<file path="src/rtl/cp_insert.sv">
// Cyclic-prefix inserter: buffers NFFT-sample IFFT symbols in a ping-pong RAM and replays
// each one as its last NCP samples followed by the whole symbol, 1-cycle registered read.
module cp_insert #(
    parameter int NFFT = 64,
    parameter int NCP  = 16,
    parameter int W    = 11
) (
    input  logic         CLK,
    input  logic         RST,
    input  logic         valid_i,
    input  logic [W-1:0] xr_i,
    input  logic [W-1:0] xi_i,
    output logic         valid_o,
    output logic [W-1:0] yr,
    output logic [W-1:0] yi,
    output logic         sym_start,
    output logic         overflow
);
    // state  | meaning
    // S_IDLE | waiting for full[rb]
    // S_CP   | reading addresses NFFT-NCP .. NFFT-1 of bank rb
    // S_BODY | reading addresses 0 .. NFFT-1 of bank rb
    localparam int AW = $clog2(NFFT);
    localparam logic [AW-1:0] LAST_ADDR = AW'(NFFT - 1);
    localparam logic [AW-1:0] CP_ADDR   = AW'(NFFT - NCP);

    typedef enum logic [1:0] {S_IDLE, S_CP, S_BODY} state_t;

    logic [2*W-1:0] r_mem0 [NFFT];
    logic [2*W-1:0] r_mem1 [NFFT];

    logic [AW-1:0]  r_widx;
    logic           r_wb;
    logic           r_drop;
    logic [1:0]     r_full;
    state_t         r_state;
    state_t         w_state_nxt;
    logic [AW-1:0]  r_raddr;
    logic [AW-1:0]  w_raddr_nxt;
    logic           r_rb;
    logic           w_rb_nxt;
    logic           w_rd_en;
    logic           w_rd_first;
    logic           w_rd_done;
    logic [1:0]     w_clr;
    logic [1:0]     w_set;
    logic [1:0]     w_full_eff;
    logic           w_ovf;
    logic           w_wr_en;
    logic           w_wr_last;
    logic [2*W-1:0] w_rdata;

    // A bank freed by the reader on this edge may be claimed by the writer on the same edge.
    always_comb begin
        w_clr = 2'b00;
        if (w_rd_done) w_clr[r_rb] = 1'b1;
    end

    assign w_full_eff = r_full & ~w_clr;
    assign w_ovf      = valid_i && (r_widx == '0) && !r_drop && w_full_eff[r_wb];
    assign w_wr_en    = valid_i && !r_drop && !w_ovf;
    assign w_wr_last  = w_wr_en && (r_widx == LAST_ADDR);

    always_comb begin
        w_set = 2'b00;
        if (w_wr_last) w_set[r_wb] = 1'b1;
    end

    always_ff @(posedge CLK or posedge RST) begin
        if (RST) begin
            r_widx   <= '0;
            r_wb     <= 1'b0;
            r_drop   <= 1'b0;
            r_full   <= 2'b00;
            overflow <= 1'b0;
        end else begin
            overflow <= w_ovf;
            r_full   <= w_full_eff | w_set;
            if (valid_i) begin
                r_widx <= r_widx + 1'b1;
                if (w_ovf)
                    r_drop <= 1'b1;
                else if (r_widx == LAST_ADDR)
                    r_drop <= 1'b0;
                if (w_wr_last) r_wb <= ~r_wb;
            end
        end
    end

    always_ff @(posedge CLK) begin
        if (w_wr_en && !r_wb) r_mem0[r_widx] <= {xr_i, xi_i};
        if (w_wr_en && r_wb)  r_mem1[r_widx] <= {xr_i, xi_i};
    end

    assign w_rdata = r_rb ? r_mem1[r_raddr] : r_mem0[r_raddr];

    // The read address simply wraps from NFFT-1 to 0 at the CP -> BODY boundary.
    always_comb begin
        w_state_nxt = r_state;
        w_raddr_nxt = r_raddr;
        w_rb_nxt    = r_rb;
        w_rd_en     = 1'b0;
        w_rd_first  = 1'b0;
        w_rd_done   = 1'b0;
        case (r_state)
            S_IDLE: begin
                if (r_full[r_rb]) begin
                    w_state_nxt = S_CP;
                    w_raddr_nxt = CP_ADDR;
                end
            end
            S_CP: begin
                w_rd_en     = 1'b1;
                w_rd_first  = (r_raddr == CP_ADDR);
                w_raddr_nxt = r_raddr + 1'b1;
                if (r_raddr == LAST_ADDR) w_state_nxt = S_BODY;
            end
            S_BODY: begin
                w_rd_en     = 1'b1;
                w_raddr_nxt = r_raddr + 1'b1;
                if (r_raddr == LAST_ADDR) begin
                    w_rd_done = 1'b1;
                    w_rb_nxt  = ~r_rb;
                    if (r_full[~r_rb]) begin
                        w_state_nxt = S_CP;
                        w_raddr_nxt = CP_ADDR;
                    end else begin
                        w_state_nxt = S_IDLE;
                    end
                end
            end
            default: w_state_nxt = S_IDLE;
        endcase
    end

    always_ff @(posedge CLK or posedge RST) begin
        if (RST) begin
            r_state   <= S_IDLE;
            r_raddr   <= '0;
            r_rb      <= 1'b0;
            valid_o   <= 1'b0;
            sym_start <= 1'b0;
            yr        <= '0;
            yi        <= '0;
        end else begin
            r_state   <= w_state_nxt;
            r_raddr   <= w_raddr_nxt;
            r_rb      <= w_rb_nxt;
            valid_o   <= w_rd_en;
            sym_start <= w_rd_first;
            yr        <= w_rd_en ? w_rdata[2*W-1:W] : '0;
            yi        <= w_rd_en ? w_rdata[W-1:0]   : '0;
        end
    end

endmodule

</file>
<file path="config.mk">
export PLATFORM = sky130hd
export DESIGN_NAME = cp_insert
export DESIGN_NICKNAME = d
export VERILOG_FILES = /design/src/rtl/cp_insert.sv
export SDC_FILE = /design/constraint.sdc
export NUM_CORES = 2
export LEC_CHECK = 0
export ABC_CLOCK_PERIOD_IN_PS = 3000
export CAP_MARGIN = 10
export CORE_ASPECT_RATIO = 1.5
export CORE_MARGIN = 5
export CORE_UTILIZATION = 52
export DETAILED_ROUTE_END_ITERATION = 8
export PLACE_DENSITY = 0.7
export REMOVE_ABC_BUFFERS = 1
export SYNTH_ARGS = -nofsm -noshare
export SYNTH_HDL_FRONTEND = slang
export SYNTH_SLANG_ARGS = --single-unit
</file>
<file path="constraint.sdc">
create_clock -name CLK -period 3 [get_ports CLK]
set_clock_uncertainty 0.05 [all_clocks]
set_input_delay 0.6 -clock CLK [delete_from_list [all_inputs] [get_ports CLK]]
set_output_delay 0.6 -clock CLK [all_outputs]
set_load 0.05 [all_outputs]
</file>
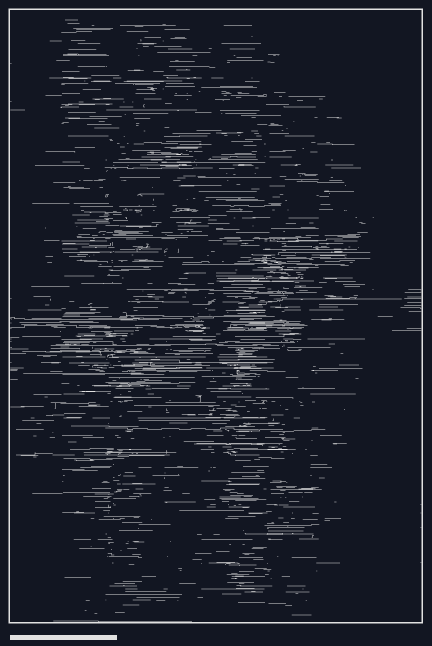
Fig. 1. The metal 3 layer.
The bar under the picture is 100 um long.
The layer holds 7.8% of the routed length. The wires run mostly horizontal. The layer carries 22.4 mm of wire. 803 nets have wire on it.
met3 Track Usage GR: 4.23%
final wirelength: 288 mm
Via Count: 55500

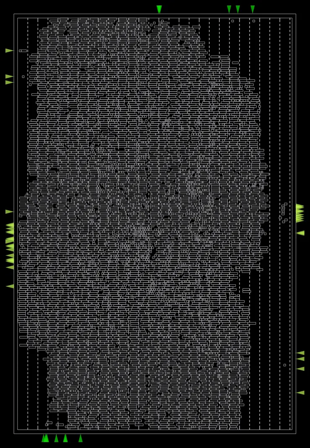
Fig. 2. Cell outlines without signal wires.
sequential cell area share: 66.5%
core area: 212000 um2
Non-Filler Instances: 8776
Flops: 2860
tapcell count: 2821

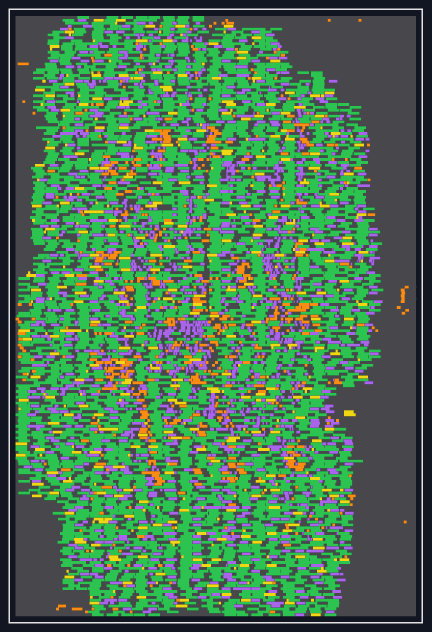
Fig. 3. Placement by cell class.
Fill, decap, tap and diode cells in grey.
Key: clock drivers and dummy loads = yellow [cells 449, share of their area 6.5%]; all other logic = purple [cells 2007, share of their area 19%]; other buffers and delay cells = orange [cells 635, share of their area 6.2%]; flip-flops = green [cells 2860, share of their area 68%]
Util after Layout: 60.9%
Final Cell Area: 129000 um2

==> deck_impl_summary.md <==
Run Summary

Global routing
  • First-pass GRT wire length: 409 mm
  • Total Routing Usage GR: 25.8%
  • GRT overflow: 0
  • Vias in the first global route: 56400
  • Antenna violations before repair: 8
  • Largest net degree at the start of global routing: 129

Synthesis
  • Mux cell area share: 16.0%
  • Synthesis area per yosys: 110000 um2
  • Aoi share: 2.68%
  • Syn Area/Cell: 21.4 um2
  • Mapped Area: 110000 um2
  • # Cells Yosys: 5158
  • Synth flops: 2860
  • Asr flop ratio synth: 1.54%
  • Unique cell types: 59
  • Seq/Total Area, Yosys: 77.6%
  • Synthesis Warnings: 0
  • Gate count after technology mapping: 5158
  • Xor+xnor area frac: 0.0556%

Final layout
  • Fraction of area in multi-input gates: 18.4%
  • Biggest registers after layout: r_mem0 (1408), r_mem1 (1408)
  • Most frequent logic cell in the layout: edfxtp_1
  • Antenna cells: 4
  • Fin nets: 5782
  • Number of clock buffers in the layout: 274
  • Signal buffers share of area: 6.05%
  • Share of layout cells above drive strength 1: 31.6%
  • Most frequent cells in the layout: edfxtp_1, mux4_2, mux2i_1
  • Register area: 85700 um2
  • Multi-input logic area: 23700 um2

CTS
  • Cts bufs inserted: 245
  • Post-cts resize count: 44
  • Postcts setup bufs: 0
  • Htree depth: 4
  • Latency at later pin: 910 ps
  • Post-CTS Hold Fix Bufs: 0
  • Clock sink total: 2860

STA
  • Slew HR: 18.8%
  • Tmin final: 3010 ps
  • Endpoints failing setup: 1
  • Setup TNS: -14.1 ps
  • FMAX: 0.332 GHz
  • Final worst slack: -14.1 ps
  • Final hold vios: 0

Outcome
  • Status: finished, violations left
  • Failing checks: setup timing

Pwr
  • P_sw: 17.2 mW
  • Leading power group: sequential cells
  • Pwr Density: 628 nW/um2
  • Leak: 39.6 nW
  • Portion of total power attributed to sequential cells: 55.4%
  • Seq pwr: 44.9 mW
  • Clk pwr share: 40.1%
  • Logic pwr share: 4.5%
  • Pint: 63.8 mW
  • Comb group: 3.63 mW
  • Clock group total power: 32.5 mW

Flow run
  • Maxcap violations: 0
  • Tally of OpenROAD warnings: 44

Hold path
  • Startpoint of the worst hold path: xi_i[8]
  • Worst hold path depth: 1

Worst setup path
  • Critical path launch point type: flip-flop
  • CP cell instances: buf_12 -> buf_12 -> buf_4 -> mux4_2 -> mux4_2 -> o221ai_1 -> buf_4 -> a221oi_1
  • Setup crit end kind: flip-flop
  • Cell family with most CP delay: multiplexers
  • Worst r2r path cells: 8
  • WP depth: 8
  • CP max-delay cell: mux4_2
  • Max Fanout on Critical Path: 20

Detailed routing
  • Via density: 6.33
  • Pre-Repair DR Iteration Count: 5
  • DRC violations left: 0
  • DR iter-0 viols: 7038
  • WL/cell: 32.8 um

Die
  • Floorplan utilization: 52.1%
  • Num rows: 207
  • Chip Height: 574 um
  • Die Size: 222000 um2
  • I/O pins: 50

Placed design
  • DP Area: 120000 um2
  • Input/output buffers: 49
  • Gpl congestion: 0.907
  • Worst slack at placement: -386 ps
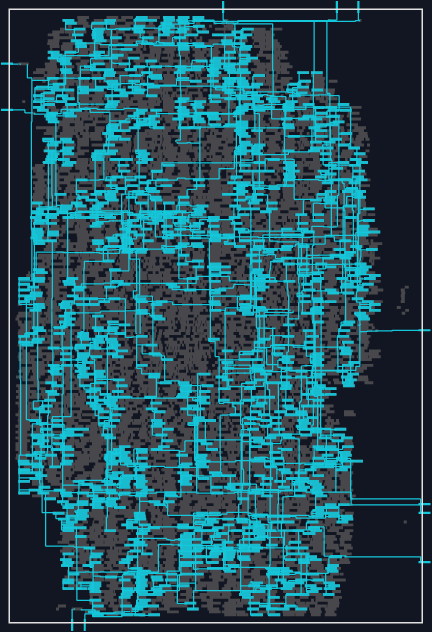
Fig. 4. I/O nets highlighted.
Key: xi_i = cyan [bits 11, direction input, edge 4 right, 3 top, 2 left, 2 bottom, end cells 1408, buffers 35, wire 26.4 mm]

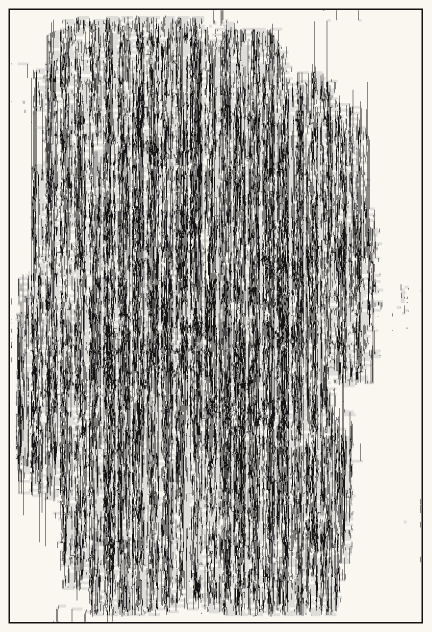
Fig. 5. Signal wires on met2.
The layer carries 147 mm of wire. The longest straight run is 154 um. The layer holds 51% of the routed length. 5245 nets have wire on it. The wires run mostly vertical.
met2 Use GR: 43.8%

path summary, 6_finish.rpt:
check,slack (ps),endpoint
worst max-delay path,-10,yr[4]
worst min-delay path,70,r_mem1[3][8]
worst max register to register,-10,yr[4]
worst min register to register,450,r_drop
max in group asynchronous,2060,r_raddr[2]
min in group asynchronous,160,r_raddr[0]
cell usage after synthesis (all sizes together), types with 5 or more instances:
cell type | number | area, um2
a41o | 9 | 90.1
mux2i | 394 | 3940
a22oi | 44 | 330
nor4 | 14 | 87.6
o221a | 8 | 90.1
a31oi | 10 | 62.6
o22ai | 133 | 832
ha | 8 | 100
a221oi | 33 | 289
or4 | 8 | 60.1
nand4 | 11 | 68.8
a311o | 5 | 50.1
nand2 | 165 | 619
edfxtp | 2816 | 84600
o21ai | 30 | 150
o221ai | 9 | 78.8
nor3 | 38 | 190
mux4 | 537 | 12100
mux2 | 148 | 1670
nand3 | 21 | 105
a211oi | 22 | 165
or3 | 10 | 62.6
a32o | 14 | 140
a21oi | 28 | 140
clkbuf | 100 | 375
nor2b | 31 | 194
buf | 191 | 1240
nand2b | 9 | 56.3
nor2 | 166 | 623
inv | 16 | 60.1
dfrtp | 44 | 1100
a2111oi | 22 | 193
xnor2 | 5 | 43.8
and2 | 6 | 37.5
a31o | 14 | 123
a41oi | 5 | 43.8
a32oi | 8 | 70.1
per-layer routing:
layer  up-vias  global-route usage (%)  share of wire, %
met2      2866                    43.8                51
li1      22700                       -                 -
met3       603                    4.23               7.8
met1     29300                    32.7                36
met4         2                    12.1               5.7
met5         -                       0            0.0038
per-stage QoR:
step	cells	power, mW
global route	8773	83.1
global placement	8321	49.2
finish	8776	81.0
detailed placement	8321	49.3
CTS	8770	81.4
floorplan	4867	46.6
Power is estimated from default activity; no workload was simulated.
